<file path="src/rtl/axis_input_dma_sequencer.sv">
// axis_input_dma_sequencer: per-layer weights + pixels_1/pixels_2 read command sequencer.
// Define INPUT_SEQ_PERF_EN to add the perf_cycles layer cycle counter output.
module axis_input_dma_sequencer #(
  parameter int COPIES          = 2,
  parameter int ADDR_WIDTH      = 32,
  parameter int BTT_WIDTH       = 23,
  parameter int BLOCKS_WIDTH    = 10,
  parameter int MAX_OUTSTANDING = 2
) (
  input  logic                    aclk,
  input  logic                    aresetn,
  input  logic                    s_desc_tvalid,
  output logic                    s_desc_tready,
  input  logic [ADDR_WIDTH-1:0]   s_desc_w_addr,
  input  logic [BTT_WIDTH-1:0]    s_desc_w_btt,
  input  logic [ADDR_WIDTH-1:0]   s_desc_p_addr,
  input  logic [ADDR_WIDTH-1:0]   s_desc_p2_offset,
  input  logic [ADDR_WIDTH-1:0]   s_desc_p_stride,
  input  logic [BTT_WIDTH-1:0]    s_desc_p_btt,
  input  logic [BLOCKS_WIDTH-1:0] s_desc_blocks_m1,
  output logic                    m_cmd_w_tvalid,
  input  logic                    m_cmd_w_tready,
  output logic [ADDR_WIDTH-1:0]   m_cmd_w_addr,
  output logic [BTT_WIDTH-1:0]    m_cmd_w_btt,
  output logic                    m_cmd_w_eof,
  output logic                    m_cmd_p1_tvalid,
  input  logic                    m_cmd_p1_tready,
  output logic [ADDR_WIDTH-1:0]   m_cmd_p1_addr,
  output logic [BTT_WIDTH-1:0]    m_cmd_p1_btt,
  output logic                    m_cmd_p1_eof,
  output logic                    m_cmd_p2_tvalid,
  input  logic                    m_cmd_p2_tready,
  output logic [ADDR_WIDTH-1:0]   m_cmd_p2_addr,
  output logic [BTT_WIDTH-1:0]    m_cmd_p2_btt,
  output logic                    m_cmd_p2_eof,
  input  logic                    sts_w_done,
  input  logic                    sts_p1_done,
  input  logic                    sts_p2_done,
  input  logic                    sts_err,
  output logic                    layer_done,
  output logic                    busy,
  output logic                    err
`ifdef INPUT_SEQ_PERF_EN
  ,
  output logic [31:0]             perf_cycles
`endif
);
  localparam int CW = BLOCKS_WIDTH + 1;
  typedef enum logic [1:0] {S_IDLE, S_ISSUE_W, S_ISSUE_P, S_WAIT} state_t;
  state_t r_state, w_next;
  logic [ADDR_WIDTH-1:0]   r_w_addr, r_p_addr, r_p2_off, r_stride;
  logic [BTT_WIDTH-1:0]    r_w_btt, r_p_btt;
  logic [BLOCKS_WIDTH-1:0] r_blocks_m1, r_blk;
  logic [CW-1:0]           r_p1_cnt, r_p2_cnt, r_cmpl;
  logic [4:0]              r_out;
  logic                    r_p1_acc, r_p2_acc, r_w_seen, r_err;
  logic w_accept, w_p_en, w_p1_hs, w_p2_hs, w_issue, w_cmpl, w_fin;
  assign w_accept        = s_desc_tvalid && s_desc_tready;
  assign w_p_en          = r_state == S_ISSUE_P && r_out < 5'(MAX_OUTSTANDING);
  assign s_desc_tready   = r_state == S_IDLE;
  assign busy            = r_state != S_IDLE;
  assign err             = r_err;
  assign m_cmd_w_tvalid  = r_state == S_ISSUE_W;
  assign m_cmd_p1_tvalid = w_p_en && !r_p1_acc;
  assign m_cmd_p2_tvalid = COPIES > 1 && w_p_en && !r_p2_acc;
  assign m_cmd_w_addr    = r_w_addr;
  assign m_cmd_p1_addr   = r_p_addr;
  assign m_cmd_p2_addr   = r_p_addr + r_p2_off;
  assign m_cmd_w_btt     = r_w_btt;
  assign m_cmd_p1_btt    = r_p_btt;
  assign m_cmd_p2_btt    = r_p_btt;
  assign m_cmd_w_eof     = 1'b1;
  assign m_cmd_p1_eof    = 1'b1;
  assign m_cmd_p2_eof    = 1'b1;
  assign w_p1_hs = m_cmd_p1_tvalid && m_cmd_p1_tready;
  assign w_p2_hs = m_cmd_p2_tvalid && m_cmd_p2_tready;
  assign w_issue = w_p_en && (r_p1_acc || w_p1_hs) && (COPIES == 1 || r_p2_acc || w_p2_hs);
  // a block is complete once every active copy has reported more dones than blocks already retired
  assign w_cmpl  = r_p1_cnt > r_cmpl && (COPIES == 1 || r_p2_cnt > r_cmpl);
  assign w_fin   = r_w_seen && r_cmpl == {1'b0, r_blocks_m1} + CW'(1);
  assign layer_done = r_state == S_WAIT && w_fin && !sts_err;

  always_ff @(posedge aclk or negedge aresetn)
    if (!aresetn) r_state <= S_IDLE;
    else r_state <= w_next;

  always_comb begin
    w_next = r_state;
    case (r_state)
      S_IDLE:    w_next = w_accept ? S_ISSUE_W : S_IDLE;
      S_ISSUE_W: w_next = m_cmd_w_tready ? S_ISSUE_P : S_ISSUE_W;
      S_ISSUE_P: w_next = (w_issue && r_blk == r_blocks_m1) ? S_WAIT : S_ISSUE_P;
      S_WAIT:    w_next = w_fin ? S_IDLE : S_WAIT;
      default:   w_next = S_IDLE;
    endcase
    if (sts_err) w_next = S_IDLE;
  end

  always_ff @(posedge aclk or negedge aresetn)
    if (!aresetn) begin
      r_w_addr <= '0; r_w_btt <= '0; r_p_addr <= '0; r_p2_off <= '0; r_stride <= '0; r_p_btt <= '0;
      r_blocks_m1 <= '0; r_blk <= '0; r_p1_cnt <= '0; r_p2_cnt <= '0; r_cmpl <= '0; r_out <= '0;
      r_p1_acc <= 1'b0; r_p2_acc <= 1'b0; r_w_seen <= 1'b0; r_err <= 1'b0;
    end else if (w_accept) begin
      r_w_addr <= s_desc_w_addr; r_w_btt <= s_desc_w_btt; r_p_addr <= s_desc_p_addr;
      r_p2_off <= s_desc_p2_offset; r_stride <= s_desc_p_stride; r_p_btt <= s_desc_p_btt;
      r_blocks_m1 <= s_desc_blocks_m1; r_blk <= '0; r_p1_cnt <= '0; r_p2_cnt <= '0; r_cmpl <= '0;
      r_out <= '0; r_p1_acc <= 1'b0; r_p2_acc <= 1'b0; r_w_seen <= 1'b0; r_err <= sts_err;
    end else begin
      if (sts_err) r_err <= 1'b1;
      if (busy) begin
        r_p1_cnt <= r_p1_cnt + CW'(sts_p1_done);
        r_p2_cnt <= r_p2_cnt + CW'(sts_p2_done);
        r_w_seen <= r_w_seen || sts_w_done;
        r_cmpl   <= r_cmpl + CW'(w_cmpl);
        r_out    <= r_out + 5'(w_issue) - 5'(w_cmpl);
        r_p1_acc <= !w_issue && (r_p1_acc || w_p1_hs);
        r_p2_acc <= !w_issue && (r_p2_acc || w_p2_hs);
        if (w_issue) begin
          r_blk    <= r_blk + BLOCKS_WIDTH'(1);
          r_p_addr <= r_p_addr + r_stride;
        end
      end
    end

`ifdef INPUT_SEQ_PERF_EN
  always_ff @(posedge aclk or negedge aresetn)
    if (!aresetn) perf_cycles <= '0;
    else if (w_accept) perf_cycles <= 32'd1;
    else if (busy && perf_cycles != '1) perf_cycles <= perf_cycles + 32'd1;
`endif
endmodule

</file>
<file path="config.mk">
export PLATFORM = sky130hd
export DESIGN_NAME = axis_input_dma_sequencer
export DESIGN_NICKNAME = d
export VERILOG_FILES = /design/src/rtl/axis_input_dma_sequencer.sv
export SDC_FILE = /design/constraint.sdc
export NUM_CORES = 1
export LEC_CHECK = 0
export ABC_AREA = 1
export CAP_MARGIN = 25
export CORE_AREA = 2 2 211 213
export DETAILED_ROUTE_END_ITERATION = 6
export DIE_AREA = 0 0 213 215
export GPL_ROUTABILITY_DRIVEN = 0
export GPL_TIMING_DRIVEN = 0
export MAX_ROUTING_LAYER = met4
export PLACE_DENSITY = 0.64
export SETUP_SLACK_MARGIN = 0.5
export SLEW_MARGIN = 20
export SYNTH_ARGS = -nofsm -noshare
export SYNTH_HDL_FRONTEND = slang
export SYNTH_SLANG_ARGS = --single-unit
</file>
<file path="constraint.sdc">
create_clock -name aclk -period 7 [get_ports aclk]
set_input_delay 1.75 -clock aclk [delete_from_list [all_inputs] [get_ports aclk]]
set_output_delay 1.75 -clock aclk [all_outputs]
set_load 0.1 [all_outputs]
</file>
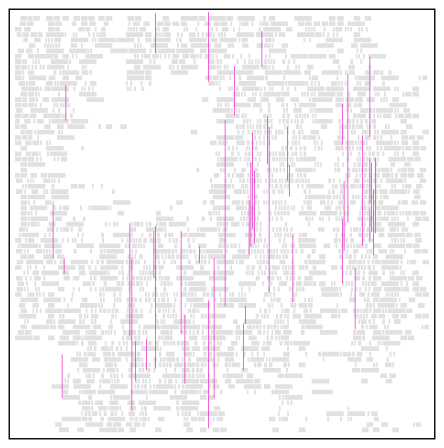
Fig. 1. Met4 routing.
longest straight run: 93.2 microns
share of all routed wire: 2.9%
nets with wire on the layer: 33
main direction: vertical
Routed WL: 53030 microns
number of vias after detailed routing: 15300

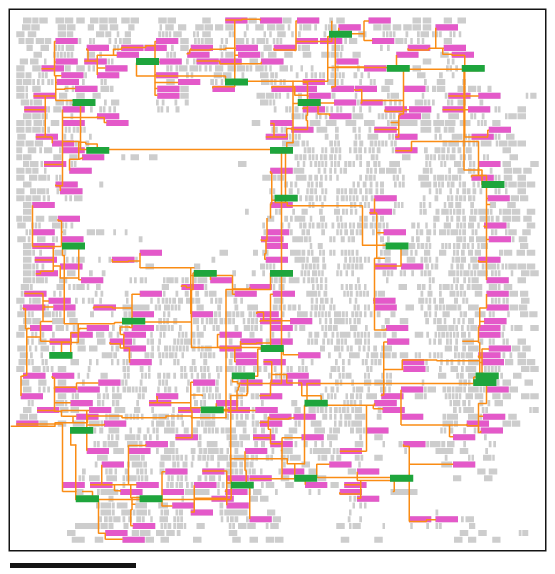
Fig. 2. Clock distribution.
Scale bar: 50 microns.
legend:
  orange:
    item: clock wires
    length: 3710 microns
  magenta:
    item: flip-flops
    count: 238
  green:
    item: clock drivers
    count: 29
routed clock nets: 30
P_clk: 1.57 mW
worst-case clock skew: 0.02169 ns
clock group share of total power: 15.9%
source-to-sink clock delay at the later pin of the worst-skew pair: 0.58 ns

==> run notes <==
The synthesis and PnR run went through. The flow ran to the end, and the final reports show no timing, DRC or antenna violations. Core area landed at between 40000 and 50000 sq um. Number of enable-type register cells in the synthesized netlist landed at 0.

In this design, the largest share of critical-path delay is due to buffers and inverters. The worst setup path is launched from a register. Leaving out fill and tap cells, the most frequent cells in the layout are sky130_fd_sc_hd__nand2_1 (870), sky130_fd_sc_hd__clkdlybuf4s50_1 (364), sky130_fd_sc_hd__dfrtp_1 (238), sky130_fd_sc_hd__inv_1 (217), sky130_fd_sc_hd__nor2_1 (168).

The share of the core area taken by cells at floorplan is 34.65%. Proportion of power drawn by flip-flops and latches landed at 19.5%. The timing report gives the worst reg2reg path a setup slack of roughly 3.5 ns. Cell count of the worst hold path landed at 2. Leakage power total landed at about 10 nW. After the last flow step, the layout net total stands at 2823.

Area fraction of the dominant cell type after synthesis landed at 39.39%. Instance area after placement landed at 19580 sq um. Fraction of the yosys area taken by sequential cells landed at 39.39%.

Via count of the first global-routing pass landed at 15380. The layout has 4358 filler cells. The worst hold path belongs to the class register to register. From bottom edge to top edge, the die measures 215 microns. Combinational-cell power consumption landed at 6.39 mW. Core utilization of the finished layout landed at around 47%. According to the dpl log, the detail-placed design has an HPWL of 41690 microns. After routing, the total negative slack on setup checks comes to 0 ns. Fraction of layout cells with a size suffix above 1 landed at 5.492%. Data arrival time of the critical path landed at 4.21 ns. Measured along the x axis, the die boundary spans 213 microns.

Quantity of I/O buffers inserted on ports landed at 365. The critical path is of the register to output port type. Total of max-cap violations landed at 0.

The cell that appears most often on the critical path is sky130_fd_sc_hd__nand2_1. Slew at the pin closest to its max-slew limit landed at 1.027 ns. For this design, the slowest cell found on the critical path is sky130_fd_sc_hd__clkdlybuf4s50_1. There are 238 flip-flops and latches.

The number of placed instances, taps included, is 3087. The tree is rooted in a sky130_fd_sc_hd__clkbuf_16. In this run the tightest slew margin relative to its limit is 31.32%. Multi-input gate share of the layout cell area landed at about two fifths. Portion of the layout cell area used by non-clock buffers landed at 20.25%. The global route stage reports its total congestion overflow as 0.

TritonCTS created 29 clock buffers. By area, multi-input combinational cells come first. The largest total area in the synthesized netlist belongs to sky130_fd_sc_hd__dfrtp_1.

Timing would allow up to about 170 MHz. Global routing used 23.68% of the available tracks across all layers. Total net switching power landed at 5.688 mW. The launch point of the worst register-to-register path is recorded as r_cmpl[2]. After layout, the buffer instance count without clock buffers stands at 445.

Remaining number of nets flagged by the antenna check after routing landed at 0. Maximum number of buffers from clock root to sink landed at 3. Number of cell instances on the worst register-to-register path landed at 19. Number of well taps landed at approximately 590. Instance count of the mapped netlist landed at ~2100.

Number of rows created at floorplan landed at 77. Post-synthesis sequential element count landed at 238. The most common cell in the synthesized netlist is sky130_fd_sc_hd__nand2_1. Maximum resistive drop on vdd landed at 0.6243 mV. In the synthesized netlist, the cells that appear most often are sky130_fd_sc_hd__nand2_1 (870), sky130_fd_sc_hd__dfrtp_1 (238), sky130_fd_sc_hd__inv_1 (217), sky130_fd_sc_hd__nor2_1 (168), sky130_fd_sc_hd__nand3_1 (110).

Per report_power, the top consumer among the power groups is combinational logic. OpenROAD warning count landed at 28. The commonest register cell is sky130_fd_sc_hd__dfrtp_1. Number of buffers inserted to repair setup after CTS landed at 0. A synthesized cell averages between 7 and 8 sq um. Setup repair after global routing left no endpoint under its margin. Full die area landed at 45800 sq um. The worst hold path terminates at m_cmd_w_addr[18]. Number of vias per cell landed at 4.863.

The area growth from synthesis to layout is 36.20%. The final hold violation count recorded for this run is 0. Critical path's largest stage delay landed at 1.14 ns. The first global-routing pass estimated 82610 microns of wire. The tightest hold path in the finished design has a slack of roughly 0.47 ns. Sorting the synthesized cells by area gives the leading types as sky130_fd_sc_hd__dfrtp_1 (39%), sky130_fd_sc_hd__nand2_1 (22%), sky130_fd_sc_hd__ha_1 (8.3%).

Critical-path maximum fanout landed at 4. For the worst reg-to-reg path, the endpoint reported by OpenROAD is r_out[4]. Number of DRC markers in iteration 0 landed at 976. The number of gates resized after CTS was 0. First-pass iteration count of the detailed router landed at 7. Post-cts hold buffer count landed at 0.

Per report_power, the combinational group accounts for 64.6% of the total. Timing analysis after detailed placement gives a worst setup slack of 1.658 ns. The OpenROAD report gives the critical path a required time of 5.25 ns.

Number of non-filler instances in the completed layout landed at 3146. Setup slack on the critical path of the routed design comes to 1.045 ns. Internal power comes to ~4.2 mW. The final layout report lists a clock buffer count of 34.
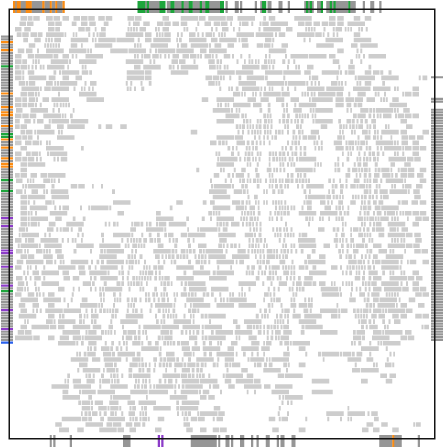
Fig. 3. I/O pins on the die edge.
Pins as bars across the die edge, other pins in grey.
legend:
  green:
    port: s_desc_w_addr
    pins: 32
    direction: input
    edge: 26 north, 6 west
  orange:
    port: m_cmd_p2_btt
    pins: 23
    direction: output
    edge: 12 west, 10 north, 1 south
  purple:
    port: s_desc_blocks_m1
    pins: 10
    direction: input
    edge: 8 west, 2 south
  blue:
    port: sts_p2_done
    pins: 1
    direction: input
    edge: west

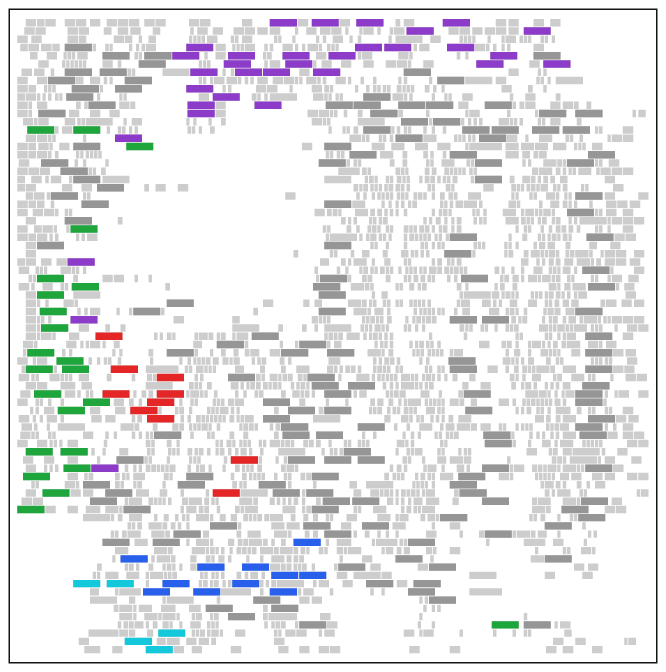
Fig. 4. Sequential cells grouped by signal name.
Other sequential cells in the stronger grey, the rest of the logic in the fainter grey.
legend:
  red:
    signal: r_blocks_m1
    placed_flops: 10
    where: west
  cyan:
    signal: r_out
    placed_flops: 5
    where: south-west
  blue:
    signal: r_p1_cnt
    placed_flops: 11
  green:
    signal: m_cmd_w_btt
    placed_flops: 23
  purple:
    signal: m_cmd_w_addr
    placed_flops: 32
not coloured: 157

per-layer routing:
layer | routed length [microns] | track usage (%) | vias up
met5 | 0 | - | -
met4 | 1550 | 6.573 | 0
met3 | 4002 | 3.770 | 99
met2 | 24430 | 38.76 | 615
met1 | 23050 | 30.24 | 7048
li1 | - | - | 7536
state kept, by name, indices dropped and copies added, names as in the netlist:
signal         count
r_p2_cnt          11
r_p1_acc           1
m_cmd_w_btt       23
r_blk             10
r_state            2
m_cmd_p1_addr     32
r_p1_cnt          11
r_blocks_m1       10
r_out              5
m_cmd_p1_btt      23
r_cmpl            11
r_w_seen           1
r_p2_off          32
r_stride          32
m_cmd_w_addr      32
err                1
r_p2_acc           1
worst max-delay path by stage:
| stage | start | endpoint | slack, ns | cells after the start |
|---|---|---|---|---|
| final | m_cmd_p1_addr[22] | m_cmd_p2_addr[27] | 1.04 | 12 |
| after global routing | m_cmd_p1_addr[0] | m_cmd_p2_addr[26] | 0.93 | 11 |
| after CTS | m_cmd_p1_addr[0] | m_cmd_p2_addr[26] | 1.07 | 11 |
| after detailed placement | sts_err | layer_done | 1.66 | 3 |
| after global placement | aresetn | m_cmd_w_addr[1] | -6.34 | 1 |
| after floorplan | m_cmd_p1_addr[1] | m_cmd_p2_addr[18] | 1.35 | 8 |
logic make-up after synthesis:
logic type / count (synthesis) / synth area share [%]
other: 1 / 0.02480
DFF: 238 / 39.39
AOI/OAI and AO/OA: 233 / 8.813
muxes: 2 / 0.1324
adders and majority gates: 103 / 8.672
and+or+nand+nor: 1202 / 31.70
xor gates and xnor gates: 47 / 2.722
buffers and inverters: 300 / 8.548
No activity file was given, so power comes from the tool's default toggle rates.
